Run 1, supply network:
Scale bar: 20 um. Pins as bars on the die edge.
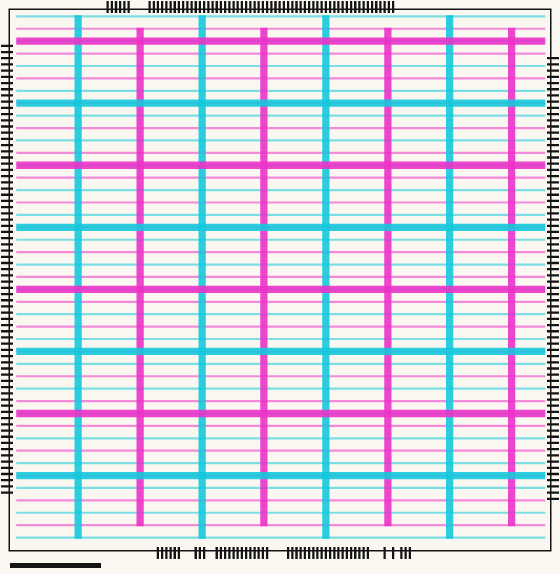
Run 1, met3 routing:
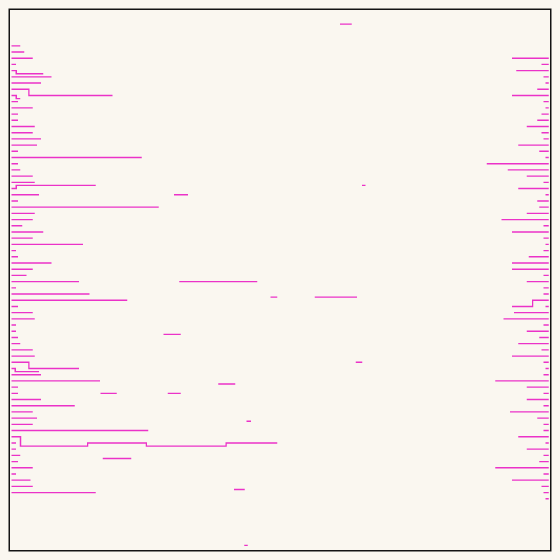
Run 1, wiring by layer:
Scale bar: 20 um. Two of the layers only.
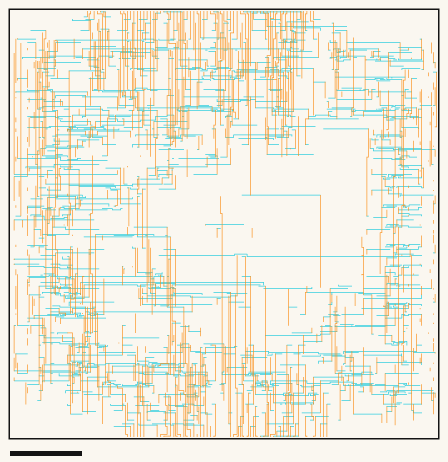
Run 1, the clock network:
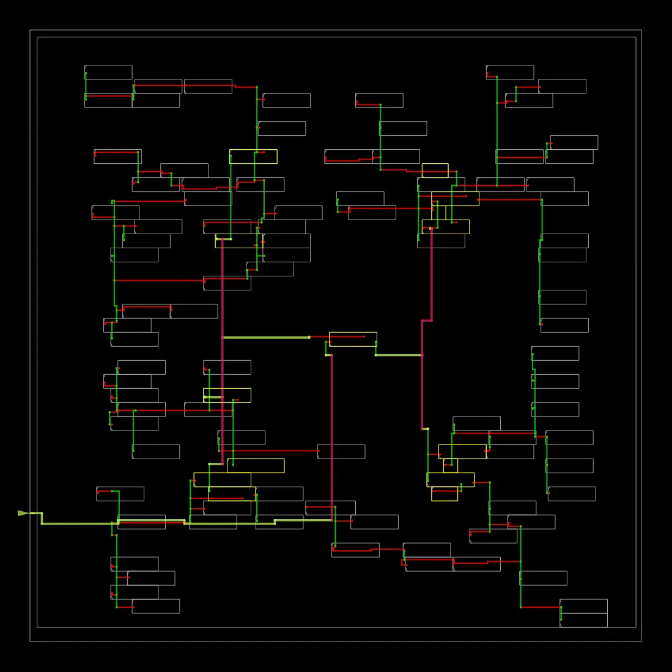
## config.mk

```make
export PLATFORM = sky130hd
export DESIGN_NAME = apb4_rr_master_arbiter
export DESIGN_NICKNAME = d
export VERILOG_FILES = /design/src/rtl/apb4_arb_pkg.sv /design/src/rtl/apb_rr_arbiter2.sv /design/src/rtl/apb4_rr_master_arbiter.sv
export SDC_FILE = /design/constraint.sdc
export NUM_CORES = 1
export LEC_CHECK = 0
export ABC_CLOCK_PERIOD_IN_PS = 2700
export CAP_MARGIN = 10
export CORE_UTILIZATION = 31
export CTS_CLUSTER_SIZE = 8
export DETAILED_ROUTE_END_ITERATION = 8
export PLACE_DENSITY = 0.72
export SLEW_MARGIN = 20
export SYNTH_ARGS = -nofsm -noshare
export SYNTH_HDL_FRONTEND = slang
export SYNTH_HIERARCHICAL = 1
export SYNTH_SLANG_ARGS = --single-unit
```

## constraint.sdc

```tcl
create_clock -name pclk -period 2.7 [get_ports pclk]
set_clock_uncertainty 0.1 [all_clocks]
set_input_delay 0.54 -clock pclk [delete_from_list [all_inputs] [get_ports pclk]]
set_output_delay 0.54 -clock pclk [all_outputs]
set_load 0.02 [all_outputs]
```

## src/rtl/apb4_arb_pkg.sv

```systemverilog
// Shared types for the two-requester APB4 master: FSM states, request bundle, data width.
// Purely declarative; no latency or backpressure of its own.
package apb4_arb_pkg;

  localparam int APB_DATA_W     = 32;
  localparam int APB_STRB_W     = APB_DATA_W / 8;
  // Request bundles carry a full-width address; the top truncates to ADDRWIDTH.
  localparam int APB_ADDR_MAX_W = 32;

  typedef enum logic [1:0] {
    IDLE   = 2'd0,
    SETUP  = 2'd1,
    ACCESS = 2'd2
  } apb_state_e;

  typedef struct packed {
    logic [APB_ADDR_MAX_W-1:0] addr;
    logic                      write;
    logic [APB_DATA_W-1:0]     wdata;
    logic [APB_STRB_W-1:0]     strb;
  } apb_req_t;

endpackage

```

## src/rtl/apb_rr_arbiter2.sv

```systemverilog
// Two-input round-robin pick; grant is combinational, pointer moves on advance.
// Zero latency; when both are valid the one not granted last wins.
module apb_rr_arbiter2 (
  input  logic       pclk,
  input  logic       preset,
  input  logic [1:0] valid,
  input  logic       advance,
  output logic [1:0] grant
);

  // last_gnt = 1 means req1 was granted last, so req0 is favoured next.
  logic last_gnt;

  always_comb begin
    grant = valid;
    if (valid == 2'b11) begin
      grant = last_gnt ? 2'b01 : 2'b10;
    end
  end

  always_ff @(posedge pclk or posedge preset) begin
    if (preset) begin
      last_gnt <= 1'b1;
    end else if (advance && (grant != 2'b00)) begin
      last_gnt <= grant[1];
    end
  end

endmodule

```

## src/rtl/apb4_rr_master_arbiter.sv

```systemverilog
// APB4 master sharing one slave between two requesters (round-robin); APB_TIMEOUT_EN adds an ACCESS timeout.
// Latency: ready in IDLE, then SETUP, ACCESS (+1 per wait state), rsp pulse next cycle: >= 4 cycles.
// Backpressure: requesters hold valid until their ready pulse; the slave stalls ACCESS with pready.
module apb4_rr_master_arbiter
  import apb4_arb_pkg::*;
#(
  parameter int ADDRWIDTH      = 12,
  parameter int TIMEOUT_CYCLES = 256
) (
  input  logic                  pclk,
  input  logic                  preset,

  input  logic                  req0_valid,
  input  logic [ADDRWIDTH-1:0]  req0_addr,
  input  logic                  req0_write,
  input  logic [APB_DATA_W-1:0] req0_wdata,
  input  logic [APB_STRB_W-1:0] req0_strb,
  output logic                  req0_ready,
  output logic                  rsp0_valid,
  output logic [APB_DATA_W-1:0] rsp0_rdata,
  output logic                  rsp0_err,

  input  logic                  req1_valid,
  input  logic [ADDRWIDTH-1:0]  req1_addr,
  input  logic                  req1_write,
  input  logic [APB_DATA_W-1:0] req1_wdata,
  input  logic [APB_STRB_W-1:0] req1_strb,
  output logic                  req1_ready,
  output logic                  rsp1_valid,
  output logic [APB_DATA_W-1:0] rsp1_rdata,
  output logic                  rsp1_err,

  output logic                  psel,
  output logic                  penable,
  output logic                  pwrite,
  output logic [ADDRWIDTH-1:0]  paddr,
  output logic [APB_DATA_W-1:0] pwdata,
  output logic [APB_STRB_W-1:0] pstrb,
  input  logic [APB_DATA_W-1:0] prdata,
  input  logic                  pready,
  input  logic                  pslverr
);

  apb_state_e            state;
  apb_state_e            state_nxt;
  logic [1:0]            req_valid;
  logic [1:0]            grant;
  logic                  do_grant;
  logic                  do_done;
  logic                  do_abort;
  logic                  to_hit;
  logic                  gnt_idx;
  apb_req_t              win_req;
  logic [1:0]            rsp_valid;
  logic [APB_DATA_W-1:0] rsp_rdata;
  logic                  rsp_err;
  logic                  unused_addr_hi;

  assign req_valid = {req1_valid, req0_valid};

  apb_rr_arbiter2 u_arb (
    .pclk    (pclk),
    .preset  (preset),
    .valid   (req_valid),
    .advance (do_grant),
    .grant   (grant)
  );

  always_comb begin
    if (grant[1]) begin
      win_req.addr  = APB_ADDR_MAX_W'(req1_addr);
      win_req.write = req1_write;
      win_req.wdata = req1_wdata;
      win_req.strb  = req1_strb;
    end else begin
      win_req.addr  = APB_ADDR_MAX_W'(req0_addr);
      win_req.write = req0_write;
      win_req.wdata = req0_wdata;
      win_req.strb  = req0_strb;
    end
  end

  assign unused_addr_hi = ^win_req.addr;

`ifdef APB_TIMEOUT_EN
  localparam int TO_W = $clog2(TIMEOUT_CYCLES + 1);
  localparam logic [TO_W-1:0] TO_LAST = TO_W'(TIMEOUT_CYCLES - 1);

  logic [TO_W-1:0] to_cnt;

  // Fires during the last permitted stalled ACCESS cycle.
  assign to_hit = (state == ACCESS) && (to_cnt == TO_LAST);

  always_ff @(posedge pclk or posedge preset) begin
    if (preset) begin
      to_cnt <= '0;
    end else if (do_grant) begin
      to_cnt <= '0;
    end else if ((state == ACCESS) && !pready && !to_hit) begin
      to_cnt <= to_cnt + 1'b1;
    end
  end
`else
  logic unused_to_cfg;

  assign to_hit        = 1'b0;
  assign unused_to_cfg = ^TIMEOUT_CYCLES;
`endif

  always_ff @(posedge pclk or posedge preset) begin
    if (preset) begin
      state <= IDLE;
    end else begin
      state <= state_nxt;
    end
  end

  always_comb begin
    state_nxt = state;
    do_grant  = 1'b0;
    do_done   = 1'b0;
    do_abort  = 1'b0;
    case (state)
      IDLE: begin
        if (req_valid != 2'b00) begin
          do_grant  = 1'b1;
          state_nxt = SETUP;
        end
      end
      SETUP: begin
        state_nxt = ACCESS;
      end
      ACCESS: begin
        if (pready) begin
          do_done   = 1'b1;
          state_nxt = IDLE;
        end else if (to_hit) begin
          do_abort  = 1'b1;
          state_nxt = IDLE;
        end
      end
      default: begin
        state_nxt = IDLE;
      end
    endcase
  end

  assign req0_ready = do_grant & grant[0];
  assign req1_ready = do_grant & grant[1];

  always_ff @(posedge pclk or posedge preset) begin
    if (preset) begin
      psel      <= 1'b0;
      penable   <= 1'b0;
      pwrite    <= 1'b0;
      paddr     <= '0;
      pwdata    <= '0;
      pstrb     <= '0;
      gnt_idx   <= 1'b0;
      rsp_valid <= '0;
      rsp_rdata <= '0;
      rsp_err   <= 1'b0;
    end else begin
      rsp_valid <= '0;
      if (do_grant) begin
        psel    <= 1'b1;
        penable <= 1'b0;
        pwrite  <= win_req.write;
        paddr   <= win_req.addr[ADDRWIDTH-1:0];
        // Reads drive zero data and strobes on the bus.
        pwdata  <= win_req.write ? win_req.wdata : '0;
        pstrb   <= win_req.write ? win_req.strb  : '0;
        gnt_idx <= grant[1];
      end
      if (state == SETUP) begin
        penable <= 1'b1;
      end
      if (do_done || do_abort) begin
        psel               <= 1'b0;
        penable            <= 1'b0;
        rsp_valid[gnt_idx] <= 1'b1;
        rsp_rdata          <= (do_done && !pwrite) ? prdata : '0;
        rsp_err            <= do_abort | pslverr;
      end
    end
  end

  assign rsp0_valid = rsp_valid[0];
  assign rsp1_valid = rsp_valid[1];
  assign rsp0_rdata = rsp_rdata;
  assign rsp1_rdata = rsp_rdata;
  assign rsp0_err   = rsp_err;
  assign rsp1_err   = rsp_err;

endmodule

```

==> Changelog: implementation, run 1 <==
### Metrics

* Drt pass-1 iters at 4
* Startpoint types: input pin
* CTS max path bufs at 2
* CP Max Fanout at 4
* First-pass GRT wire length at between 15 and 20 mm
* Simple share at around 8%
* Synth mux share at 12.3%
* Seq/total area at 32.1%
* Mapped Cells at 385
* XOR-XNOR Cells, Area Fraction at 0%
* Synthesis area per yosys at 4200 um^2
* Fin crit period at 2.60 ns
* Synth top cell by count: dfrtp_1
* Highest clock rate at around 380 MHz
* Main logic family: AND-OR/OR-AND gates
* CTS Root Cell: clkbuf_16
* Remaining antenna violation count after routing at 0
* Crit path DRT at 2.06 ns
* Top sig layer: met4
* Aggregate global routing overflow at 0
* Fin cells at 782
* Seq. pwr at about 2400 uW
* Fp_density at between 30% and 40%
* Met1 WL at 4.48 mm
* CP max-delay cell: clkdlybuf4s50_1
* FF-to-FF setup slack at 0.90 ns
* Largest net degree at the start of global routing at around 65
* CP dominant cell by count: clkdlybuf4s50_1
* Pleak at slightly below 0.003 uW
* Switching Share at 39.1%
* Mean Syn Cell Area at about 11 um^2
* CLK BUF at 11
* Met1 Use GR at 19.0%
* Syn nets at roughly 520
* Reg2Reg Depth at 4
* Met2 routed WL at 5.94 mm
* Top Layout Cells: clkdlybuf4s50_1, dfrtp_1, nand2_1
* Non-CTS inverters at 9
* Post-route cell area at approximately 7000 um^2
* Critical path's largest stage delay at between 0.5 and 0.6 ns
* Post-synth area hogs: dfrtp_1, mux2i_1, o2bb2ai_1
* Unrepaired setup endpoints after global routing: false
* Initial DRC Count at approximately 110
* Cell Pwr Density at 1150 nW/um^2
* Clock share of power at about 17%
* Clk slew on worst S/H paths at roughly 0.060 ns
* Comb area at 1510 um^2
* Fin Hold WS at between 0.3 and 0.4 ns
* CP cell instances: clkdlybuf4s50_1, or2_1, and3_1, clkdlybuf4s50_1
* Non-clock buffering overhead at a little under two fifths
* Sequential Power Share at a little under a third
* Measured slew at the worst slew-check pin at 0.950 ns
* Yosys warning count at 6
* CP startpoint: req1_valid
* Crit path capture: req0_ready
* Non-clock buffer count in the final layout at about 270
* Post-CTS resize count at 0
* Met3 WL post-DR at 847 um
* Number of enable flip-flop cells at 0
* Htree depth at 3
* # rows at between 40 and 50
* Status: finished, final reports clean
* Adders+Majority by Area at 0%
* HP Start: gnt_idx
* P_comb at 4280 uW
* Nets@finish at 738
* Pwr top: combinational logic
* R2R Path End: pwrite
* Dpl hpwl at between 8 and 9 mm
* Port buffer count at ~260
* Max-Cap Viols at 0
* Area growth syn-to-layout at 67.3%
* Min-Delay Path Class: reg -> reg
* Cell Count Post-Placement at approximately 770
* Chip area at ~14,000 um^2
* Synth Seq Share at a little over half
* Most used routing layer: met2
* Drt drc at 0
* Most frequent logic cell in the layout: clkdlybuf4s50_1
* Hold path depth at 1
* Initial antenna violation count at 0
* Post-synth top area share at ~53%
* Compound-Gate Fraction of Synth Area at ~15%
* WHS Endpoint: rsp_valid[0]
* Synth async-reset ratio at 100%
* Top class by area: buffers
* Post-CTS setup buffer count at 0
* Switching power at 3140 uW
* Tap Count at between 150 and 200
* Post-synthesis cell count from yosys at slightly below 400
-- 'supply network' (at the start) --
[VSS] cyan
[VDD] magenta
met4 straps: 8
met5 straps: 8
met1 rails: 43
signal pins: 257
core area: 13,200 um^2
DIE WIDTH: 118 um
maximum vdd drop: 0.459 mV

-- 'met3 routing' (at the start) --
share of all routed wire: 7.4%
wire length on this layer: 848 um
longest straight run: 32.0 um
nets with wire on the layer: 151
Vias: 3,579
Routed WL: 11.4 mm
M3 GR Usage: 4.78%

-- 'wiring by layer' (at the start) --
[met2] orange | wire length: 5,940 um
[met1] cyan | wire length: 4,480 um
WL per Instance: 14.6 um
Total GRT Usage: 16.9%

-- 'the clock network' (at the start) --
Flop Count: 90
clock sinks: 90
clk_lat worst skew: 0.33 ns
total CTS buffers: 9
clk pwr: 1350 uW

[run 1: metrics by stage]
step / utilization (%) / worst slack, ns
after floorplan: - / 0.505
after global placement: 50.5 / 0.0870
after detailed placement: 50.5 / 0.0883
after CTS: 53.0 / 0.0883
after global routing: 53.0 / 0.0316
final: 53.0 / 0.0957
[run 1: flip-flops by register name, summed over array words and instances (netlist names)]
name	count
pstrb	4
gnt_idx	1
rsp0_err	1
u_arb/last_gnt	1
rsp_valid	2
rsp0_rdata	32
psel	1
penable	1
pwdata	32
pwrite	1
paddr	12
state	2
[run 1: critical path, delay by kind of cell]
family,cells,cell delay (ns)
simple gates,2,0.44
buf+inv,2,0.99
Run 1, the metal 2 layer:
Scale bar: 20 um.
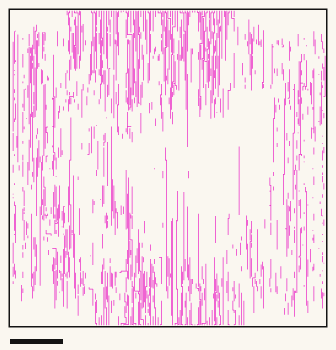

==> run 2: changes to the inputs <==
--- a/config.mk
+++ b/config.mk
@@ -10,7 +10,7 @@
 export CORE_UTILIZATION = 31
 export CTS_CLUSTER_SIZE = 8
 export DETAILED_ROUTE_END_ITERATION = 8
-export PLACE_DENSITY = 0.72
+export PLACE_DENSITY_LB_ADDON = 0.05
 export SLEW_MARGIN = 20
 export SYNTH_ARGS = -nofsm -noshare
 export SYNTH_HDL_FRONTEND = slang
Run 2, the metal 2 layer:
Scale bar: 20 um.
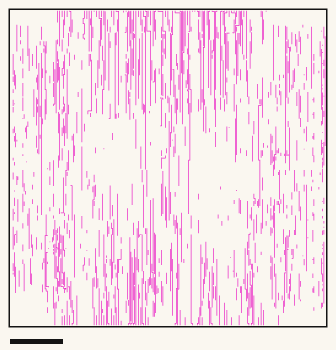
longest straight run: 60.5 um
nets with wire on the layer: 631
main direction: vertical
wire length on this layer: 5,820 um
Vias: 3,602
met2 Resource Use GR: 29.8%
Routed WL: 11.6 mm

==> run 2 against run 1 <==
  * First-iteration DRC count is 10% higher
  * Cell count is 0.51% higher
  * Sequential cell count is the same
  * Critical path depth is the same
  * Largest cell class unchanged
==> Changelog: implementation, run 2 <==
### Metrics

* Reg2Reg Depth at 7 (+3)
* Non-CTS inverters at 9 (unchanged)
* FF-to-FF setup slack at 0.90 ns (about the same)
* Mean Syn Cell Area at 10.9 um^2 (unchanged)
* CLK BUF at 12 (+1)
* Compound-Gate Fraction of Synth Area at 15.4% (unchanged)
* Cell Pwr Density at 1120 nW/um^2 (-2.2%)
* Main logic family: AND-OR/OR-AND gates
* Measured slew at the worst slew-check pin at 0.584 ns (-0.366 ns)
* Min-Delay Path Class: reg -> reg
* Sequential Power Share at 30.8% (+0.7 points)
* Nets@finish at 742 (+0.54%)
* Core area at 13,200 um^2 (unchanged)
* Number of enable flip-flop cells at 0 (unchanged)
* Hold path depth at 1 (unchanged)
* Port buffer count at 256 (unchanged)
* Drt drc at 0 (unchanged)
* CTS Root Cell: clkbuf_16
* CTS max path bufs at 2 (unchanged)
* Synth Seq Share at 53.7% (unchanged)
* CP cell instances: clkdlybuf4s50_1, or2_1, and3_1, clkdlybuf4s50_1
* Post-CTS setup buffer count at 0 (unchanged)
* Area growth syn-to-layout at 66.5%
* HP Start: gnt_idx
* Total GRT Usage at 17.2% (+0.27 points)
* Maximum vdd drop at 0.385 mV (-16%)
* Synth mux share at 12.3% (unchanged)
* Simple share at 8.02% (unchanged)
* Synth async-reset ratio at 100% (unchanged)
* Fin crit period at 2.61 ns (+0.00563 ns)
* Largest net degree at the start of global routing at 49 (-25%)
* Remaining antenna violation count after routing at 0 (unchanged)
* Final Util at 52.8% (-0.24 points)
* Fp_density at 31.7% (unchanged)
* Switching power at 3140 uW (about the same)
* P_comb at 4310 uW (about the same)
* Cell Count Post-Placement at 771 (+0.52%)
* Post-CTS resize count at 0 (unchanged)
* Tap Count at 176 (unchanged)
* WHS Endpoint: rsp_valid[0]
* Non-clock buffering overhead at 38.8% (+0.78 points)
* Pleak at 0.00297 uW (-0.27%)
* Post-synth area hogs: dfrtp_1, mux2i_1, o2bb2ai_1
* Most frequent logic cell in the layout: clkdlybuf4s50_1
* Switching Share at 40.1% (+1.0 points)
* Unrepaired setup endpoints after global routing: false
* Status: finished, final reports clean
* # rows at 42 (unchanged)
* Clk pwr at 1100 uW (-19%)
* Post-synth top area share at 53.1% (unchanged)
* Drt pass-1 iters at 4 (unchanged)
* WL per Instance at 14.8 um (+1.2%)
* Final setup margin at 0.0900 ns (-0.00563 ns)
* Stages on the worst setup path at 4 (unchanged)
* Non-clock buffer count in the final layout at 270 (+1.5%)
* Max-Cap Viols at 0 (unchanged)
* Dpl hpwl at 8.83 mm (+0.24%)
* Flop Count at 90 (unchanged)
* CP dominant cell by count: clkdlybuf4s50_1
* Pwr top: combinational logic
* Clock sinks at 90 (unchanged)
* First-pass GRT wire length at 18.7 mm (-0.18%)
* Setup WS pre-CTS at 0.0970 ns (+0.00864 ns)
* Startpoint types: input pin
Run 2, met3 routing:
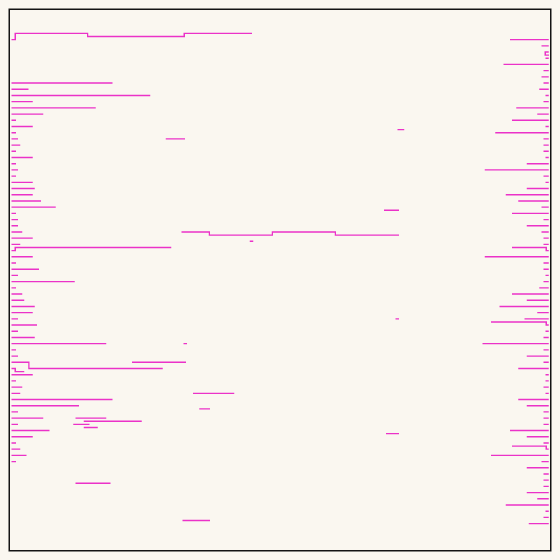
main direction: horizontal
longest straight run: 34.0 um
share of all routed wire: 7.1%
nets with wire on the layer: 148
M3 GR Usage: 5.02%

==> run 2: routing by layer <==
| metal | vias up | share of wire (%) | GRT usage (%) |
|---|---|---|---|
| met5 | - | 0 | 0 |
| met4 | 0 | 1.6 | 6.57 |
| met3 | 12 | 7.1 | 5.02 |
| met2 | 166 | 50 | 29.8 |
| met1 | 1681 | 41 | 19.9 |
| li1 | 1743 | - | - |
==> run 2: kinds of logic after synthesis <==
logic type / count (synthesis)
muxes: 51
buffers and inverters: 69
DFF: 90
and+or+nand+nor: 76
AOI/OAI and AO/OA: 99
==> run 2: per-stage QoR <==
stage	hold WS, ns	area, um^2
final	0.323	6990
after global routing	0.337	6990
after CTS	0.328	6990
after floorplan	0.303	4200
after global placement	0.317	6740
after detailed placement	0.322	6740
Power figures rest on the tool's default switching activity, not on a simulated workload.
